[config.mk]
export PLATFORM = sky130hd
export DESIGN_NAME = id_stage_pipe
export DESIGN_NICKNAME = d
export VERILOG_FILES = /design/src/rtl/id_stage_pipe.sv
export SDC_FILE = /design/constraint.sdc
export NUM_CORES = 2
export LEC_CHECK = 0
export CAP_MARGIN = 20
export CORE_MARGIN = 4
export CORE_UTILIZATION = 49
export DETAILED_ROUTE_END_ITERATION = 8
export PLACE_DENSITY_LB_ADDON = 0.1
export SETUP_SLACK_MARGIN = 0.2
export SLEW_MARGIN = 20
export SYNTH_ARGS = -nofsm -noshare
export SYNTH_HDL_FRONTEND = slang
export SYNTH_SLANG_ARGS = --single-unit
[constraint.sdc]
create_clock -name i_clk -period 54.7 [get_ports i_clk]
set_input_delay 8.205 -clock i_clk [delete_from_list [all_inputs] [get_ports i_clk]]
set_output_delay 8.205 -clock i_clk [all_outputs]
set_load 0.1 [all_outputs]
[src/rtl/id_stage_pipe.sv]
// RV32I decode stage: register file, immediate/control decode and a registered ID/EX slot
// with valid/ready handshake, load-use stall, flush and WB->ID write-through bypass.
module id_stage_pipe #(
  parameter int unsigned XLEN      = 32,
  parameter int unsigned NREG      = 32,
  parameter bit          WB_BYPASS = 1'b1,
  localparam int unsigned RAW      = $clog2(NREG)
) (
  input  logic            i_clk,
  input  logic            i_rst,
  input  logic            i_clk_en,
  input  logic            i_in_valid,
  output logic            o_in_ready,
  input  logic [31:0]     i_inst,
  input  logic [XLEN-1:0] i_pc,
  input  logic            i_flush,
  input  logic            i_ex_ready,
  input  logic            i_ex_load,
  input  logic [RAW-1:0]  i_ex_rd,
  input  logic            i_wb_wr_en,
  input  logic [RAW-1:0]  i_wb_addr,
  input  logic [XLEN-1:0] i_wb_data,
  output logic            o_out_valid,
  output logic [XLEN-1:0] o_out_pc,
  output logic [XLEN-1:0] o_out_rs1,
  output logic [XLEN-1:0] o_out_rs2,
  output logic [XLEN-1:0] o_out_imm,
  output logic [RAW-1:0]  o_out_rd,
  output logic            o_out_rd_wr_en,
  output logic [6:0]      o_out_opcode,
  output logic [2:0]      o_out_funct3,
  output logic            o_out_funct7b5,
  output logic            o_out_cond_jump,
  output logic            o_out_uncond_jump,
  output logic            o_out_base_sel,
  output logic            o_out_illegal
);

  localparam logic [6:0] OpLui    = 7'b0110111;
  localparam logic [6:0] OpAuipc  = 7'b0010111;
  localparam logic [6:0] OpJal    = 7'b1101111;
  localparam logic [6:0] OpJalr   = 7'b1100111;
  localparam logic [6:0] OpBranch = 7'b1100011;
  localparam logic [6:0] OpLoad   = 7'b0000011;
  localparam logic [6:0] OpStore  = 7'b0100011;
  localparam logic [6:0] OpImm    = 7'b0010011;
  localparam logic [6:0] OpReg    = 7'b0110011;
  localparam logic [6:0] OpFence  = 7'b0001111;
  localparam logic [6:0] OpSystem = 7'b1110011;

  // Architectural state
  logic [XLEN-1:0] r_regs [NREG];

  // ID/EX output slot
  logic            r_valid;
  logic [XLEN-1:0] r_pc;
  logic [XLEN-1:0] r_rs1;
  logic [XLEN-1:0] r_rs2;
  logic [XLEN-1:0] r_imm;
  logic [RAW-1:0]  r_rd;
  logic            r_rd_wr_en;
  logic [6:0]      r_opcode;
  logic [2:0]      r_funct3;
  logic            r_funct7b5;
  logic            r_cond_jump;
  logic            r_uncond_jump;
  logic            r_base_sel;
  logic            r_illegal;

  // Field extraction
  logic [6:0]      w_opcode;
  logic [RAW-1:0]  w_rd;
  logic [RAW-1:0]  w_rs1;
  logic [RAW-1:0]  w_rs2;

  assign w_opcode = i_inst[6:0];
  assign w_rd     = i_inst[7 +: RAW];
  assign w_rs1    = i_inst[15 +: RAW];
  assign w_rs2    = i_inst[20 +: RAW];

  // Control decode
  logic [31:0]     w_imm32;
  logic [XLEN-1:0] w_imm;
  logic            w_rs1_used;
  logic            w_rs2_used;
  logic            w_rd_wr;
  logic            w_cond_jump;
  logic            w_uncond_jump;
  logic            w_base_sel;
  logic            w_illegal;

  always_comb begin
    w_imm32       = '0;
    w_rs1_used    = 1'b1;
    w_rs2_used    = 1'b0;
    w_rd_wr       = 1'b0;
    w_cond_jump   = 1'b0;
    w_uncond_jump = 1'b0;
    w_base_sel    = 1'b0;
    w_illegal     = 1'b0;
    case (w_opcode)
      OpLui, OpAuipc: begin
        w_imm32    = {i_inst[31:12], 12'b0};
        w_rs1_used = 1'b0;
        w_rd_wr    = 1'b1;
      end
      OpJal: begin
        w_imm32       = {{12{i_inst[31]}}, i_inst[19:12], i_inst[20], i_inst[30:21], 1'b0};
        w_rs1_used    = 1'b0;
        w_rd_wr       = 1'b1;
        w_uncond_jump = 1'b1;
      end
      OpJalr: begin
        w_imm32       = {{20{i_inst[31]}}, i_inst[31:20]};
        w_rd_wr       = 1'b1;
        w_uncond_jump = 1'b1;
        w_base_sel    = 1'b1;
      end
      OpBranch: begin
        w_imm32     = {{20{i_inst[31]}}, i_inst[7], i_inst[30:25], i_inst[11:8], 1'b0};
        w_rs2_used  = 1'b1;
        w_cond_jump = 1'b1;
      end
      OpLoad, OpImm: begin
        w_imm32 = {{20{i_inst[31]}}, i_inst[31:20]};
        w_rd_wr = 1'b1;
      end
      OpStore: begin
        w_imm32    = {{20{i_inst[31]}}, i_inst[31:25], i_inst[11:7]};
        w_rs2_used = 1'b1;
      end
      OpReg: begin
        w_rs2_used = 1'b1;
        w_rd_wr    = 1'b1;
      end
      OpFence, OpSystem: begin
        w_imm32 = {{20{i_inst[31]}}, i_inst[31:20]};
      end
      default: begin
        w_illegal = 1'b1;
      end
    endcase
  end

  assign w_imm = XLEN'($signed(w_imm32));

  // Register read with optional same-cycle write-back forwarding
  logic [XLEN-1:0] w_rs1_data;
  logic [XLEN-1:0] w_rs2_data;

  always_comb begin
    if (w_rs1 == '0) begin
      w_rs1_data = '0;
    end else if (WB_BYPASS && i_wb_wr_en && (i_wb_addr == w_rs1)) begin
      w_rs1_data = i_wb_data;
    end else begin
      w_rs1_data = r_regs[w_rs1];
    end
    if (w_rs2 == '0) begin
      w_rs2_data = '0;
    end else if (WB_BYPASS && i_wb_wr_en && (i_wb_addr == w_rs2)) begin
      w_rs2_data = i_wb_data;
    end else begin
      w_rs2_data = r_regs[w_rs2];
    end
  end

  // Load-use hazard: the load result is not yet available to forward
  logic w_hazard;
  logic w_accept;

  assign w_hazard = i_ex_load && (i_ex_rd != '0) &&
                    ((w_rs1_used && (w_rs1 == i_ex_rd)) || (w_rs2_used && (w_rs2 == i_ex_rd)));

  assign o_in_ready = i_clk_en && !i_rst && !i_flush && !w_hazard &&
                      (!r_valid || i_ex_ready);
  assign w_accept   = i_in_valid && o_in_ready;

  always_ff @(posedge i_clk or posedge i_rst) begin
    if (i_rst) begin
      for (int i = 0; i < NREG; i++) begin
        r_regs[i] <= '0;
      end
      r_valid       <= 1'b0;
      r_pc          <= '0;
      r_rs1         <= '0;
      r_rs2         <= '0;
      r_imm         <= '0;
      r_rd          <= '0;
      r_rd_wr_en    <= 1'b0;
      r_opcode      <= '0;
      r_funct3      <= '0;
      r_funct7b5    <= 1'b0;
      r_cond_jump   <= 1'b0;
      r_uncond_jump <= 1'b0;
      r_base_sel    <= 1'b0;
      r_illegal     <= 1'b0;
    end else if (i_clk_en) begin
      if (i_wb_wr_en && (i_wb_addr != '0)) begin
        r_regs[i_wb_addr] <= i_wb_data;
      end
      if (i_flush) begin
        r_valid <= 1'b0;
      end else if (w_accept) begin
        r_valid       <= 1'b1;
        r_pc          <= i_pc;
        r_rs1         <= w_rs1_data;
        r_rs2         <= w_rs2_data;
        r_imm         <= w_imm;
        r_rd          <= w_rd;
        r_rd_wr_en    <= w_rd_wr && (w_rd != '0);
        r_opcode      <= w_opcode;
        r_funct3      <= i_inst[14:12];
        r_funct7b5    <= i_inst[30];
        r_cond_jump   <= w_cond_jump;
        r_uncond_jump <= w_uncond_jump;
        r_base_sel    <= w_base_sel;
        r_illegal     <= w_illegal;
      end else if (r_valid && i_ex_ready) begin
        r_valid <= 1'b0;
      end
    end
  end

  assign o_out_valid       = r_valid;
  assign o_out_pc          = r_pc;
  assign o_out_rs1         = r_rs1;
  assign o_out_rs2         = r_rs2;
  assign o_out_imm         = r_imm;
  assign o_out_rd          = r_rd;
  assign o_out_rd_wr_en    = r_rd_wr_en;
  assign o_out_opcode      = r_opcode;
  assign o_out_funct3      = r_funct3;
  assign o_out_funct7b5    = r_funct7b5;
  assign o_out_cond_jump   = r_cond_jump;
  assign o_out_uncond_jump = r_uncond_jump;
  assign o_out_base_sel    = r_base_sel;
  assign o_out_illegal     = r_illegal;

endmodule

==> results_tabular.tex <==
% Yosys + OpenROAD metrics
\begin{tabular}{lr}
\hline
Metric & Value \\
\hline
\multicolumn{2}{l}{\textbf{Run status}} \\
Run status & completed \\
\multicolumn{2}{l}{\textbf{Global routing}} \\
Number of global-route vias before repair & 41476 \\
First-pass GRT wire length & 297000 um \\
Antenna violations before repair & 3 \\
\multicolumn{2}{l}{\textbf{Yosys}} \\
Number of synthesis warnings & 0 \\
Compound Share, Synth & 9.35\% \\
Dominant flop cell & sky130\_fd\_sc\_hd\_\_dfrtp\_1 \\
Number of distinct standard cells referenced by the synthesized netlist & 57 \\
Cell with the most instances after synthesis & sky130\_fd\_sc\_hd\_\_dfrtp\_1 \\
\multicolumn{2}{l}{\textbf{Job}} \\
Max-Cap Viols & 0 \\
\multicolumn{2}{l}{\textbf{Layout}} \\
Most numerous logic cells after layout & sky130\_fd\_sc\_hd\_\_dfrtp\_1, sky130\_fd\_sc\_hd\_\_nand2\_1, sky130\_fd\_sc\_hd\_\_o21ai\_0 \\
Fraction of layout instances using a drive strength above 1 & 27.6\% \\
Area growth from synthesis to layout & 13.9\% \\
Finished Core Util & 56.5\% \\
Total of clock buffers placed in the layout & 190 \\
Number of sequential storage elements & 1174 \\
Count of buffers not belonging to the clock network in the layout & 351 \\
\multicolumn{2}{l}{\textbf{Detailed routing}} \\
Via Count & 41576 \\
Final routed wire length divided by cell count & 32.0 um \\
Final antenna-violating net count & 0 \\
\multicolumn{2}{l}{\textbf{Clock tree}} \\
CTS Buf Count & 133 \\
H-tree level count & 4 \\
\multicolumn{2}{l}{\textbf{Floorplanning}} \\
Height of the chip & 352 um \\
\multicolumn{2}{l}{\textbf{Final timing}} \\
Sum of negative setup slack & 0 ps \\
Achievable clock frequency & 49.2 MHz \\
\multicolumn{2}{l}{\textbf{Worst setup path}} \\
Crit Path Category & in -> out \\
Reg-to-reg slack, setup & 51900 ps \\
\multicolumn{2}{l}{\textbf{Power}} \\
Internal cell power & 0.00172 W \\
Static power due to leakage & 28.7 nW \\
\multicolumn{2}{l}{\textbf{Place}} \\
Dpl hpwl & 108000 um \\
\hline
\end{tabular}
Logic cells by family:
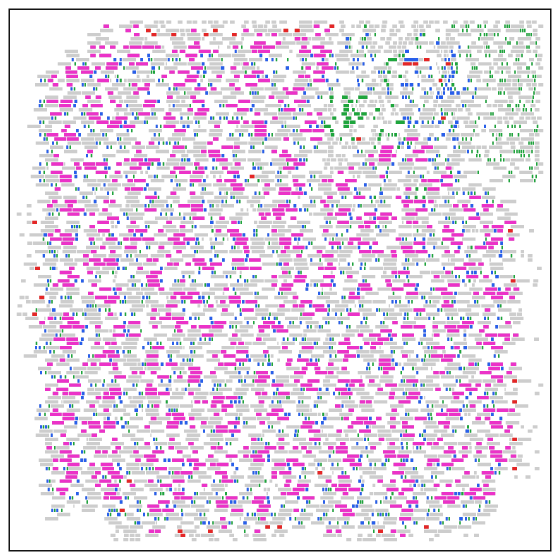
- blue: inverting AOI/OAI gates (cells 914; most used o21ai_0; where spread over the die)
- green: NAND gates (cells 853; most used nand2_1; where spread over the die)
- magenta: multiplexers (cells 961; most used mux4_2; where spread over the die)
- red: AND-OR and OR-AND gates (cells 37; most used a221o_1; where spread over the die)

Metal layers overlaid:
Two of the layers only.
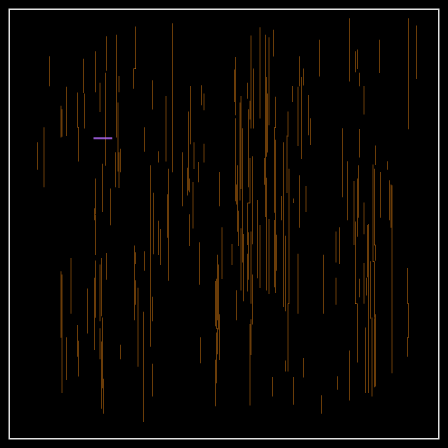
- purple: met5 (wire length 13.8 um)
- orange: met4 (wire length 8480 um)

Power is estimated from default activity; no workload was simulated.
